**src/rtl/bcd_pkg.sv**
```systemverilog
// Shared constants and state encoding for the digit-serial BCD adder.
package bcd_pkg;

    localparam int         DIGIT_W  = 4;
    localparam logic [3:0] BCD_MAX  = 4'd9;
    localparam logic [3:0] BCD_CORR = 4'd6;

    typedef enum logic [1:0] {
        IDLE,
        ADD,
        DONE
    } state_t;

endpackage

```
**src/rtl/bcd_serial_add_ctrl_bcd_adder.sv**
```systemverilog
// Single-digit BCD adder cell: combinational sum with decimal correction.
module BCDAdder
    import bcd_pkg::*;
(
    input  logic [3:0] inA,
    input  logic [3:0] inB,
    input  logic       carryIn,
    output logic [3:0] sum,
    output logic       carryOut,
    output logic       sumVal
);

    logic [4:0] raw;
    logic [4:0] corr;

    // A binary sum above nine is pushed past the next decade by adding six.
    always_comb begin
        raw      = {1'b0, inA} + {1'b0, inB} + {4'b0000, carryIn};
        corr     = raw + {1'b0, BCD_CORR};
        carryOut = (raw > {1'b0, BCD_MAX});
        sum      = carryOut ? corr[3:0] : raw[3:0];
        sumVal   = (inA <= BCD_MAX) && (inB <= BCD_MAX);
    end

endmodule

```
**src/rtl/bcd_serial_add_ctrl.sv**
```systemverilog
// Digit-serial packed-BCD adder sequencer: one BCDAdder cell reused LSD first.
module bcd_serial_add_ctrl
    import bcd_pkg::*;
#(
    parameter int DIGITS = 4
) (
    input  logic                clk,
    input  logic                reset,
    input  logic                start,
    input  logic [4*DIGITS-1:0] opA,
    input  logic [4*DIGITS-1:0] opB,
    input  logic                carryIn,
    output logic                busy,
    output logic                done,
    output logic [4*DIGITS-1:0] result,
    output logic                carryOut,
    output logic                valid
);

    localparam int W     = DIGIT_W * DIGITS;
    localparam int CNT_W = (DIGITS > 1) ? $clog2(DIGITS) : 1;
    localparam logic [CNT_W-1:0] LAST = CNT_W'(DIGITS - 1);

    state_t           state_q, state_d;
    logic [CNT_W-1:0] cnt_q, cnt_d;
    logic [W-1:0]     op_a_q, op_a_d;
    logic [W-1:0]     op_b_q, op_b_d;
    logic [W-1:0]     sum_q, sum_d;
    logic             carry_q, carry_d;
    logic             valid_acc_q, valid_acc_d;
    logic             busy_q, busy_d;
    logic             done_q, done_d;
    logic [W-1:0]     result_q, result_d;
    logic             carry_out_q, carry_out_d;
    logic             valid_q, valid_d;

    logic [3:0]       cell_sum;
    logic             cell_cout;
    logic             cell_val;
    logic [W+3:0]     sum_ext;

    BCDAdder u_cell (
        .inA      (op_a_q[3:0]),
        .inB      (op_b_q[3:0]),
        .carryIn  (carry_q),
        .sum      (cell_sum),
        .carryOut (cell_cout),
        .sumVal   (cell_val)
    );

    // Outputs are loaded on the final ADD edge so they appear together with done.
    always_comb begin
        state_d     = state_q;
        cnt_d       = cnt_q;
        op_a_d      = op_a_q;
        op_b_d      = op_b_q;
        sum_d       = sum_q;
        carry_d     = carry_q;
        valid_acc_d = valid_acc_q;
        busy_d      = busy_q;
        done_d      = 1'b0;
        result_d    = result_q;
        carry_out_d = carry_out_q;
        valid_d     = valid_q;
        sum_ext     = {cell_sum, sum_q} >> DIGIT_W;

        case (state_q)
            IDLE: begin
                if (start) begin
                    op_a_d      = opA;
                    op_b_d      = opB;
                    carry_d     = carryIn;
                    cnt_d       = '0;
                    valid_acc_d = 1'b1;
                    busy_d      = 1'b1;
                    state_d     = ADD;
                end
            end
            ADD: begin
                op_a_d      = op_a_q >> DIGIT_W;
                op_b_d      = op_b_q >> DIGIT_W;
                sum_d       = sum_ext[W-1:0];
                carry_d     = cell_cout;
                valid_acc_d = valid_acc_q & cell_val;
                cnt_d       = cnt_q + 1'b1;
                if (cnt_q == LAST) begin
                    state_d     = DONE;
                    busy_d      = 1'b0;
                    done_d      = 1'b1;
                    result_d    = sum_ext[W-1:0];
                    carry_out_d = cell_cout;
                    valid_d     = valid_acc_q & cell_val;
                end
            end
            DONE: begin
                state_d = IDLE;
            end
            default: begin
                state_d = IDLE;
                busy_d  = 1'b0;
            end
        endcase
    end

    always_ff @(posedge clk or posedge reset) begin
        if (reset) begin
            state_q     <= IDLE;
            cnt_q       <= '0;
            op_a_q      <= '0;
            op_b_q      <= '0;
            sum_q       <= '0;
            carry_q     <= 1'b0;
            valid_acc_q <= 1'b1;
            busy_q      <= 1'b0;
            done_q      <= 1'b0;
            result_q    <= '0;
            carry_out_q <= 1'b0;
            valid_q     <= 1'b1;
        end else begin
            state_q     <= state_d;
            cnt_q       <= cnt_d;
            op_a_q      <= op_a_d;
            op_b_q      <= op_b_d;
            sum_q       <= sum_d;
            carry_q     <= carry_d;
            valid_acc_q <= valid_acc_d;
            busy_q      <= busy_d;
            done_q      <= done_d;
            result_q    <= result_d;
            carry_out_q <= carry_out_d;
            valid_q     <= valid_d;
        end
    end

    assign busy     = busy_q;
    assign done     = done_q;
    assign result   = result_q;
    assign carryOut = carry_out_q;
    assign valid    = valid_q;

endmodule

```
**config.mk**
```make
export PLATFORM = sky130hd
export DESIGN_NAME = bcd_serial_add_ctrl
export DESIGN_NICKNAME = d
export VERILOG_FILES = /design/src/rtl/bcd_pkg.sv /design/src/rtl/bcd_serial_add_ctrl_bcd_adder.sv /design/src/rtl/bcd_serial_add_ctrl.sv
export SDC_FILE = /design/constraint.sdc
export NUM_CORES = 1
export LEC_CHECK = 0
export ABC_AREA = 1
export CORE_MARGIN = 5
export CORE_UTILIZATION = 38
export CTS_CLUSTER_DIAMETER = 60
export DETAILED_ROUTE_END_ITERATION = 7
export GPL_ROUTABILITY_DRIVEN = 0
export PLACE_DENSITY = 0.6
export SLEW_MARGIN = 20
export SYNTH_ARGS = -nofsm -noshare
export SYNTH_HDL_FRONTEND = slang
export SYNTH_SLANG_ARGS = --single-unit
```
**constraint.sdc**
```tcl
create_clock -name clk -period 4.17 [get_ports clk]
set_input_delay 0.417 -clock clk [delete_from_list [all_inputs] [get_ports clk]]
set_output_delay 0.417 -clock clk [all_outputs]
set_load 0.03 [all_outputs]
```
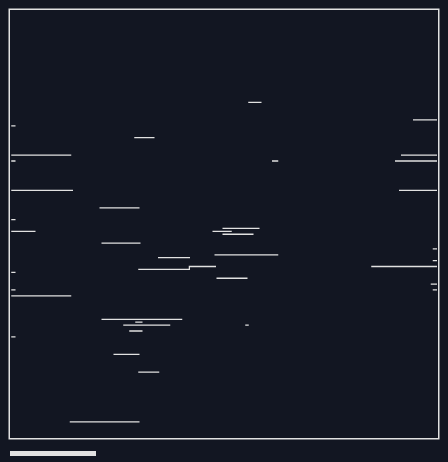
Run 1: signal wires on met3
The bar under the picture is 20 µm long.
31 nets have wire on it. The wires run mostly horizontal. The layer holds 3.6% of the routed length. The layer carries 252 µm of wire. The longest straight run is 18.4 µm.

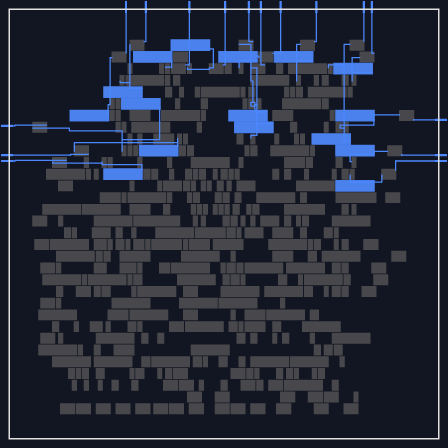
Run 1: nets reached from selected ports
Key: `result` = blue [direction output, end cells 16, buffers 16, wire 453 µm]
IO Port Bufs: 55
Top Ports: 56

==> run_results.csv, run 1 <==
group,metric,value,unit
synthesis,syn-num-nets,369,
clock_network,htree_levels,3,
power,comb_power_share,0.483,
worst_setup_path,cp-startpoint,"op_a_q[0]",
sta,fmax,402,MHz
final_layout,lay_top_count,"nand2_1",
power,power,3.48,mW
sta,fin_skew,0.00667,ns
clock_network,post-cts-setup-buffer-count,0,
grt,antenna_found_initial,0,
die,chip_area,9860,µm²
route,avgRoutedWirePerCell,14.4,µm
route,via_count,2438,
synthesis,synthAdderAreaFrac,0.0339,
route,dr.pass1.iters,4,
route,viasPerCell,5.01,
die,die_x,99.3,µm
clock_network,post_cts_resized,0,
synthesis,synth_warnings,0,
power,power_frac_seq,0.348,
route,drc_errors,0,
power,power.internal,1.98,mW
final_layout,drive_gt1_frac,0.0727,
clock_network,clk_pin_slew,0.07,ns
power,p_switching,1.50,mW
synthesis,synthCells,326,
grt,grt-ovfl-total,0,
run,cap_viol_max_count,0,
synthesis,ys_sh_aoi,0.122,
route,drtAntennaViolNets,0,
synthesis,edf_count,0,
worst_setup_path,start_kind,"register",
clock_network,cts_tree,"done",
final_layout,final_util,0.502,
worst_setup_path,setup.worst_path.end_class,"register",
synthesis,synth_flops,70,
grt,grt_pass1_vias,2378,
final_layout,layout.nets,423,
grt,grt_use_total,0.151,
outcome,outcome,"complete, no violations",
sta,setup-violations-final,0,
route,wl,6.99,mm
clock_network,clock_sinks,70,
route,drt_iter0_drc,137,
clock_network,cts_buffers,9,
final_layout,antenna_cells,0,
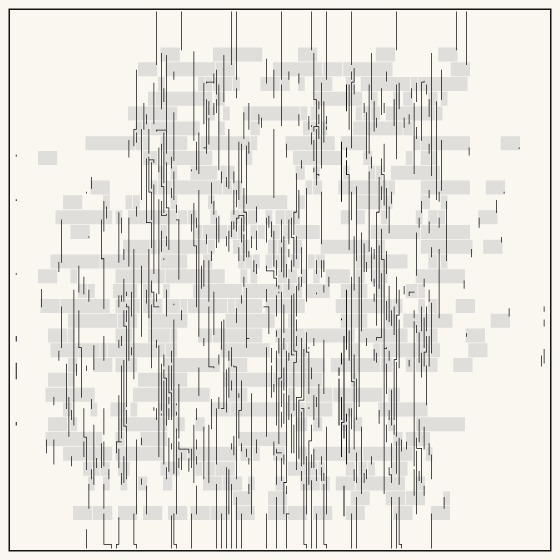
Run 1: metal 2
Cells faint in the background.
The layer carries 3200 µm of wire. The longest straight run is 43.0 µm. The wires run mostly vertical. The layer holds 46% of the routed length. 352 nets have wire on it.

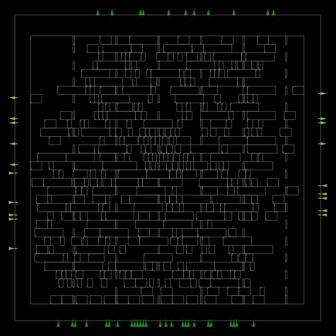
Run 1: cell outlines without signal wires
flop share of the area: 0.452
fillcell total: 738
Row Count: 32
Seq cells: 70
CORE AREA: 7730 µm²

-- run 1: state kept, by name (all words and copies together), names as in the netlist --
register     cells
cnt_q            2
busy             1
result          16
sum_q           12
done             1
carry_q          1
op_b_q          16
valid_acc_q      1
op_a_q          16
carryOut         1
state_q          2
valid            1
-- run 1: synth_stat cells (all sizes together), types with 3 or more instances --
library cell,n,area (µm²)
nor2,29,149
nor3,24,120
a21oi,4,20.0
nand3,16,80.1
a32o,3,30.0
nand2,71,267
o21ai,30,150
dfrtp,68,1700
buf,11,52.6
inv,31,119
o22ai,23,144
ha,5,62.6
clkbuf,3,11.3
-- run 1: logic make-up (layout without fill, tap and decap cells) --
family / count (synthesis) / after routing
and+or+nand+nor: 140 / 140
DFF: 70 / 70
AOI/OAI and AO/OA: 63 / 63
buffers and inverters: 46 / 105
adders and majority gates: 7 / 7
-- run 1: path summary, 6_finish.rpt --
kind                              endpoint  slack, ns  cells after the start
worst max-delay path             sum_q[13]       1.68                     10
worst max register to register   sum_q[13]       1.68                     10
max in group asynchronous       result[14]       2.70                      3
worst min-delay path                 valid       0.47                      2
min in group asynchronous       op_b_q[15]       0.53                      2
worst min register to register       valid       0.47                      2
-- run 1: cell type report --
cell class	count	area, µm²
Sequential cell	70	1750
Multi-Input combinational cell	210	1090
Fill cell	738	3850
Clock buffer	13	179
Timing Repair Buffer	57	566
Clock inverter	3	40.0
Inverter	32	123
Tap cell	102	128
-- run 1: worst max-delay path: stages (launching register included) --
cell     delay, ns
dfrtp_1       0.40
fa_1          0.48
fa_1          0.56
inv_1         0.08
ha_1          0.21
a21oi_1       0.12
nand2_1       0.11
nand2_1       0.16
nand2_1       0.10
nand3_1       0.08
nand2_1       0.06
-- run 1: metal layers --
layer / global-route usage / part of all wire
met3: 0.0288 / 0.036
met4: 0.0662 / 0.018
met2: 0.227 / 0.46
met5: 0 / 0
met1: 0.213 / 0.49
-- run 1: per-stage QoR --
| stage | std cells | cell area (µm²) | setup slack [ns] | hold slack, ns |
|---|---|---|---|---|
| after global placement | 471 | 3660 | 1.81 | 0.461 |
| after detailed placement | 471 | 3660 | 1.71 | 0.464 |
| after global routing | 487 | 3880 | 1.48 | 0.500 |
| after CTS | 487 | 3880 | 1.68 | 0.474 |
| after floorplan | 326 | 3030 | 1.92 | 0.453 |
| final | 487 | 3880 | 1.68 | 0.471 |
-- run 1: power groups by stage --
stage          sequential (mW)  clock [mW]  combinational [mW]
2_1_floorplan             1.33           0                1.09
3_3_place_gp              1.22           0                1.66
3_5_place_dp              1.22           0                1.69
4_1_cts                   1.21       0.600                1.70
5_1_grt                   1.25       0.630                1.92
6_report                  1.21       0.587                1.68
Run 1, placed cells, one colour a class:
Fill, decap, tap and diode cells in grey.
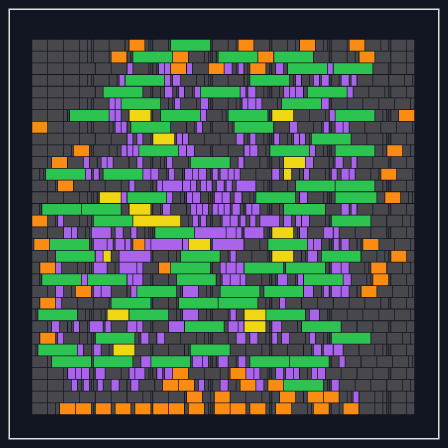

--- run 2 (diff from run 1) ---
Clock period 4.17 ns to 2.45 ns, I/O delays scaled along.
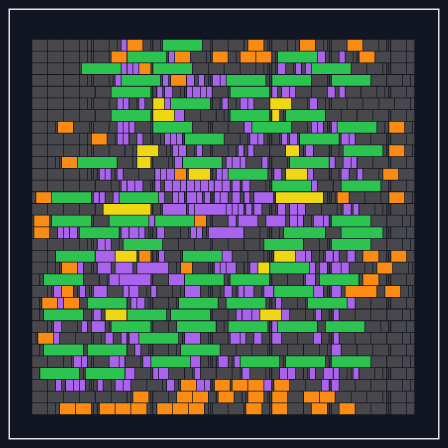
Run 2: placed cells, one colour a class
Fill, decap, tap and diode cells in grey.
Key: flip-flops = green [cells 70, share of their area 46%]; clock drivers and dummy loads = yellow [cells 16, share of their area 5.8%]; other buffers and delay cells = orange [cells 63, share of their area 16%]; all other logic = purple [cells 242, share of their area 32%]
flop share of the area: 0.444
final non-filler cell area: 3950 µm²
Post-Route Utilization: 0.511

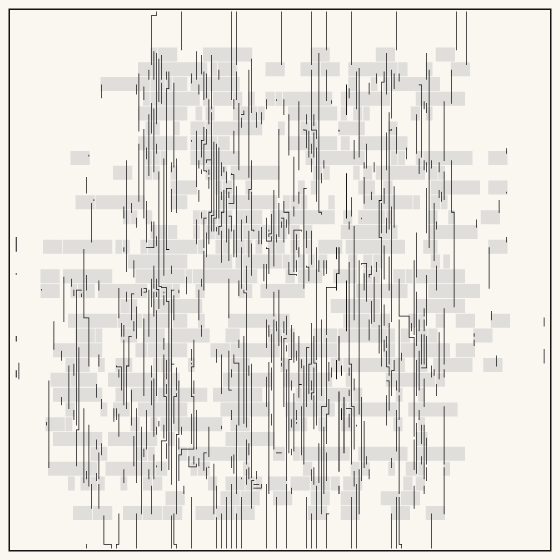
Run 2: metal 2
Cells faint in the background.
The longest straight run is 35.7 µm. The wires run mostly vertical. The layer holds 47% of the routed length. The layer carries 3280 µm of wire. 348 nets have wire on it.

==> run 2 against run 1 <==
Net effect: die area unchanged; wire length hardly changed; fmax increased by 7.3%; critical endpoint is now result[13]; highest routed layer unchanged.
==> run_results.csv, run 2 <==
group,metric,value,unit
power,sw_frac_of_total,0.432,
sta,fmax,432,MHz
route,dr.pass1.iters,5,
route,avgRoutedWirePerCell,14.2,µm
grt,grt_pass1_vias,2448,
synthesis,yosys-top-cells-area,"dfrtp_1 56%, nand2_1 8.8%, o21ai_0 4.8%",
die,core-area,7730,µm²
route,drc_errors,0,
route,drt_iter0_drc,129,
final_layout,layout.nets,429,
run,warning_count,26,
power,power.internal,3.46,mW
worst_setup_path,path_buffers,1,
run,cap_viol_max_count,0,
synthesis,edf_count,0,
die,pin_count,56,
worst_setup_path,path_delay_family,"adder cells",
final_layout,fill_cells,715,
die,die_x,99.3,µm
synthesis,synth_top_area_share,0.562,
worst_setup_path,cpMostUsedCell,"nand2_1",
power,comb_power_share,0.493,
sta,fin_skew,0.00668,ns
worst_setup_path,cp_cell_sequence,"fa_2 -> fa_1 -> inv_1 -> ha_2 -> a21oi_1 -> nand2_1 -> nand2_2 -> nand2_1 -> nand3_1 -> nand2_1",
grt,grt_use_total,0.155,
worst_setup_path,cp_slowest_cell,"fa_1",
route,wl,7.00,mm
final_layout,lay_top_count,"nand2_1",
synthesis,synth_warnings,0,
synthesis,synth_flops,70,
synthesis,syn-num-nets,369,
synthesis,yosysMostFrequentCell,"nand2_1",
outcome,outcome,"complete, no violations",
sta,setup-violations-final,0,
route,viasPerCell,4.90,
synthesis,top_cells_by_count,"71 x nand2_1, 68 x dfrtp_1, 29 x o21ai_0, 27 x inv_1, 26 x nor2_1",
worst_setup_path,setup.worst_path.end_class,"register",
synthesis,synthCells,326,
worst_setup_path,start_kind,"register",
clock_network,cts_buffers,9,
place,portBuffers,55,
place,dpl_cell_area,3710,µm²
die,chip_area,9860,µm²
worst_setup_path,cpPeakStageDelay,0.54,ns
synthesis,synth_top_cell_by_area,"dfrtp_1",
route,via_count,2417,
die,fp-row-count,32,
power,power_frac_seq,0.338,
[run 2: cell counts after synthesis]
Identical to the previous run, type by type.
[run 2: logic make-up after synthesis]
kind of cell             synth area share
AND-OR/OR-AND                       0.122
buffers and inverters              0.0615
AND/OR/NAND/NOR                     0.203
adder cells (fa/ha/maj)            0.0339
flip-flops                          0.579
[run 2: final cells by class]
type / count / area, µm² / area share
Sequential cell: 70 / 1750 / 0.444
Multi-Input combinational cell: 210 / 1100 / 0.278
Clock buffer: 9 / 124 / 0.0314
Timing Repair Buffer: 63 / 623 / 0.158
Tap cell: 102 / 128 / 0.0323
Inverter: 32 / 123 / 0.0311
Clock inverter: 7 / 97.6 / 0.0247
[run 2: worst paths after layout]
path | endpoint | slack (ns) | cells past startpoint | startpoint
max | result[13] | 0.13 | 10 | op_a_q[0]
min | op_b_q[13] | 0.25 | 2 | reset
max reg2reg | result[13] | 0.13 | 10 | op_a_q[0]
min reg2reg | valid | 0.47 | 2 | valid
max in group asynchronous | valid_acc_q | 1.58 | 3 | reset
min in group clk | op_a_q[14] | 0.45 | 3 | opA[14]
[run 2: worst reg2reg max path: cells and delay by family (launching register included)]
family                   cells  cell delay, ns
adder cells (fa/ha/maj)      3            1.14
AND/OR/NAND/NOR              5            0.47
flip-flops                   1            0.41
AND-OR/OR-AND                1            0.11
buffers and inverters        1            0.07
[run 2: what timing repair did]
item,CTS,global route
endpoints found under the setup margin,1,7
buffers inserted,0,1
gates resized,1,3
[run 2: per-stage QoR]
| step | std cells | hold WS (ns) | utilization | total power [mW] | setup WS [ns] |
|---|---|---|---|---|---|
| CTS | 492 | 0.258 | 0.509 | 6.07 | 0.0404 |
| floorplan | 326 | 0.366 | - | 4.12 | 0.204 |
| global route | 493 | 0.308 | 0.511 | 6.67 | -0.0107 |
| global placement | 476 | 0.459 | 0.480 | 4.94 | 0.0876 |
| finish | 493 | 0.246 | 0.511 | 6.10 | 0.133 |
| detailed placement | 476 | 0.466 | 0.480 | 5.00 | 0.0107 |
[run 2: routing by layer]
layer / global-route usage / up-vias / routed length [µm]
met1: 0.223 / 1136 / 3240
met4: 0.0662 / 0 / 107
met2: 0.229 / 64 / 3280
met3: 0.0273 / 9 / 368
met5: 0 / - / 0
li1: - / 1208 / -
[run 2: power by group through the flow]
stage | Sequential [mW] | Combinational [mW] | Clock (mW)
after detailed placement | 2.07 | 2.93 | 0
after CTS | 2.06 | 2.96 | 1.05
after floorplan | 2.26 | 1.86 | 0
final | 2.06 | 3.01 | 1.03
after global routing | 2.13 | 3.43 | 1.10
after global placement | 2.07 | 2.87 | 0
Run 2, signal wires on met3:
The bar under the picture is 20 µm long.
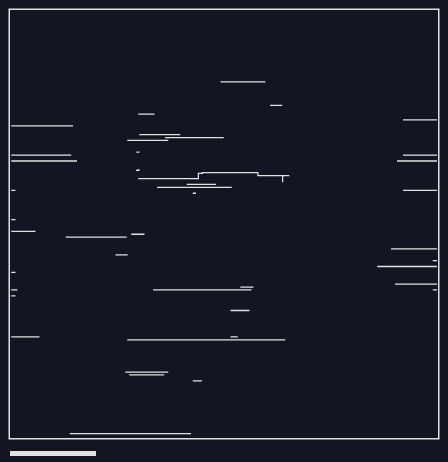

--- run 3 (diff from run 2) ---
Settings changed: CORE_UTILIZATION 38 to 45, CTS_CLUSTER_SIZE from default to 8, PLACE_DENSITY 0.6 to 0.69.
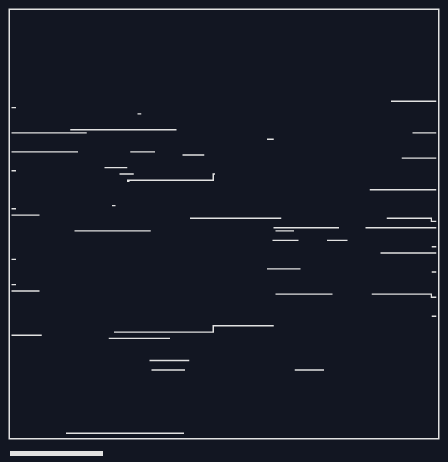
Run 3: signal wires on met3
The bar under the picture is 20 µm long.
The layer holds 5.6% of the routed length. The wires run mostly horizontal.

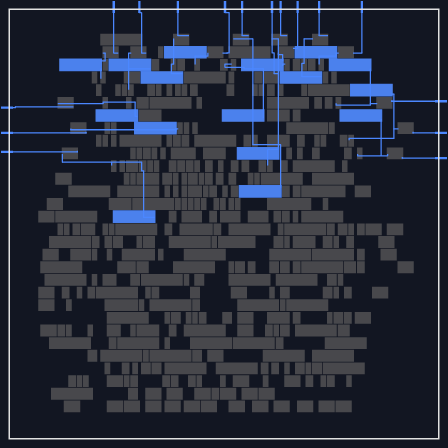
Run 3: nets reached from selected ports
Key: `result` = blue [direction output, end cells 16, buffers 16, wire 443 µm]

==> run 3 against run 2 <==
Net effect: wire length is 3.2% lower; via count increased by 0.29%; setup slack better by 0.028 ns; synthesized cell count did not move; utilization is 6.1 points higher; hold slack lost 0.16 ns; critical path depth is 1 higher; die area fell by 14%; total power is 5.3% lower; critical path type unchanged; largest cell class unchanged.
==> run_results.csv, run 3 <==
group,metric,value,unit
place,dp_cells,452,
synthesis,synth_warnings,0,
outcome,outcome,"complete, no violations",
worst_setup_path,cp_cell_sequence,"fa_2 -> fa_1 -> nand2_1 -> nand2_1 -> ha_2 -> a21oi_2 -> nand2_2 -> nand2_2 -> nand2_1 -> nand3_1 -> nand2_1",
final_layout,lay_top_count,"nand2_1",
place,portBuffers,55,
grt,grt-ovfl-total,0,
clock_network,htree_levels,3,
clock_network,cts_tree,"done",
worst_setup_path,r2r_start,"carry_q",
worst_setup_path,cpMostUsedCell,"nand2_1",
grt,grt_use_total,0.166,
synthesis,synthCells,326,
die,die_x,92.0,µm
worst_setup_path,start_kind,"register",
route,via_count,2424,
sta,fmax,437,MHz
final_layout,layout.nets,426,
clock_network,post-cts-setup-buffer-count,0,
die,fp-row-count,30,
route,dr.pass1.iters,5,
grt,antenna_found_initial,0,
synthesis,synth_top_cell_by_area,"dfrtp_1",
die,chip_area,8470,µm²
final_layout,fill_cells,590,
clock_network,cts_buffers,9,
route,drt_iter0_drc,158,
route,avgRoutedWirePerCell,14.5,µm
synthesis,edf_count,0,
final_layout,postLayoutCellArea,3820,µm²
route,wl,6.77,mm
grt,grt_pass1_vias,2358,
die,core-area,6680,µm²
clock_network,post_cts_resized,0,
place,dpl_cell_area,3650,µm²
worst_setup_path,cp_slowest_cell,"fa_2",
worst_setup_path,cpPeakStageDelay,0.42,ns
route,drc_errors,0,
synthesis,yosysMostFrequentCell,"nand2_1",
worst_setup_path,r2r_end,"result[13]",
==> run 3: routing by layer <==
layer	vias to the layer above	global-route usage	wire [µm]
met5	-	0	0
met4	0	0.0891	141
met3	9	0.0369	377
met2	64	0.248	3140
met1	1148	0.225	3120
li1	1203	-	-
==> run 3: worst max path at each step <==
stage | startpoint | to | slack (ns) | cells after the start
3_3_place_gp | op_a_q[0] | result[13] | 0.1 | 10
5_1_grt | carry_q | sum_q[15] | 0.007 | 12
6_report | carry_q | result[13] | 0.16 | 11
3_5_place_dp | op_a_q[0] | result[14] | 0.03 | 11
2_1_floorplan | op_a_q[0] | result[13] | 0.20 | 10
4_1_cts | op_a_q[0] | result[13] | 0.02 | 11
==> run 3: power breakdown <==
group          internal, mW  leakage (nW)  switching (mW)
Sequential             1.71         0.856           0.345
Combinational          1.13         0.803            1.82
Clock                 0.354        0.0817           0.411
==> run 3: final cells by class <==
cell class / count / area share
repair buffers: 60 / 0.154
well taps: 80 / 0.0262
clock inverters: 5 / 0.00720
inverters: 32 / 0.0321
multi-input cells: 210 / 0.288
clock buffers: 10 / 0.0334
flip-flops and latches: 70 / 0.459
==> run 3: per-stage QoR <==
stage	util	hold slack, ns	setup slack (ns)
after floorplan	-	0.366	0.204
after global placement	0.547	0.440	0.0973
after detailed placement	0.547	0.445	0.0316
after CTS	0.570	0.0887	0.0219
after global routing	0.572	0.0943	0.00692
final	0.572	0.0888	0.161
==> run 3: critical path, delay by kind of cell (launching register included) <==
kind            cells  cell delay, ns
compound gates      1            0.11
fa+ha+maj           3            1.06
flops               1            0.40
simple gates        7            0.61
==> run 3: logic make-up (layout without fill, tap and decap cells) <==
kind of cell | Yosys count | in the layout | synth area share
buffers and inverters | 46 | 107 | 0.0615
flip-flops | 70 | 70 | 0.579
AND-OR/OR-AND | 63 | 63 | 0.122
AND/OR/NAND/NOR | 140 | 140 | 0.203
adder cells (fa/ha/maj) | 7 | 7 | 0.0339
Power figures rest on the tool's default switching activity, not on a simulated workload.
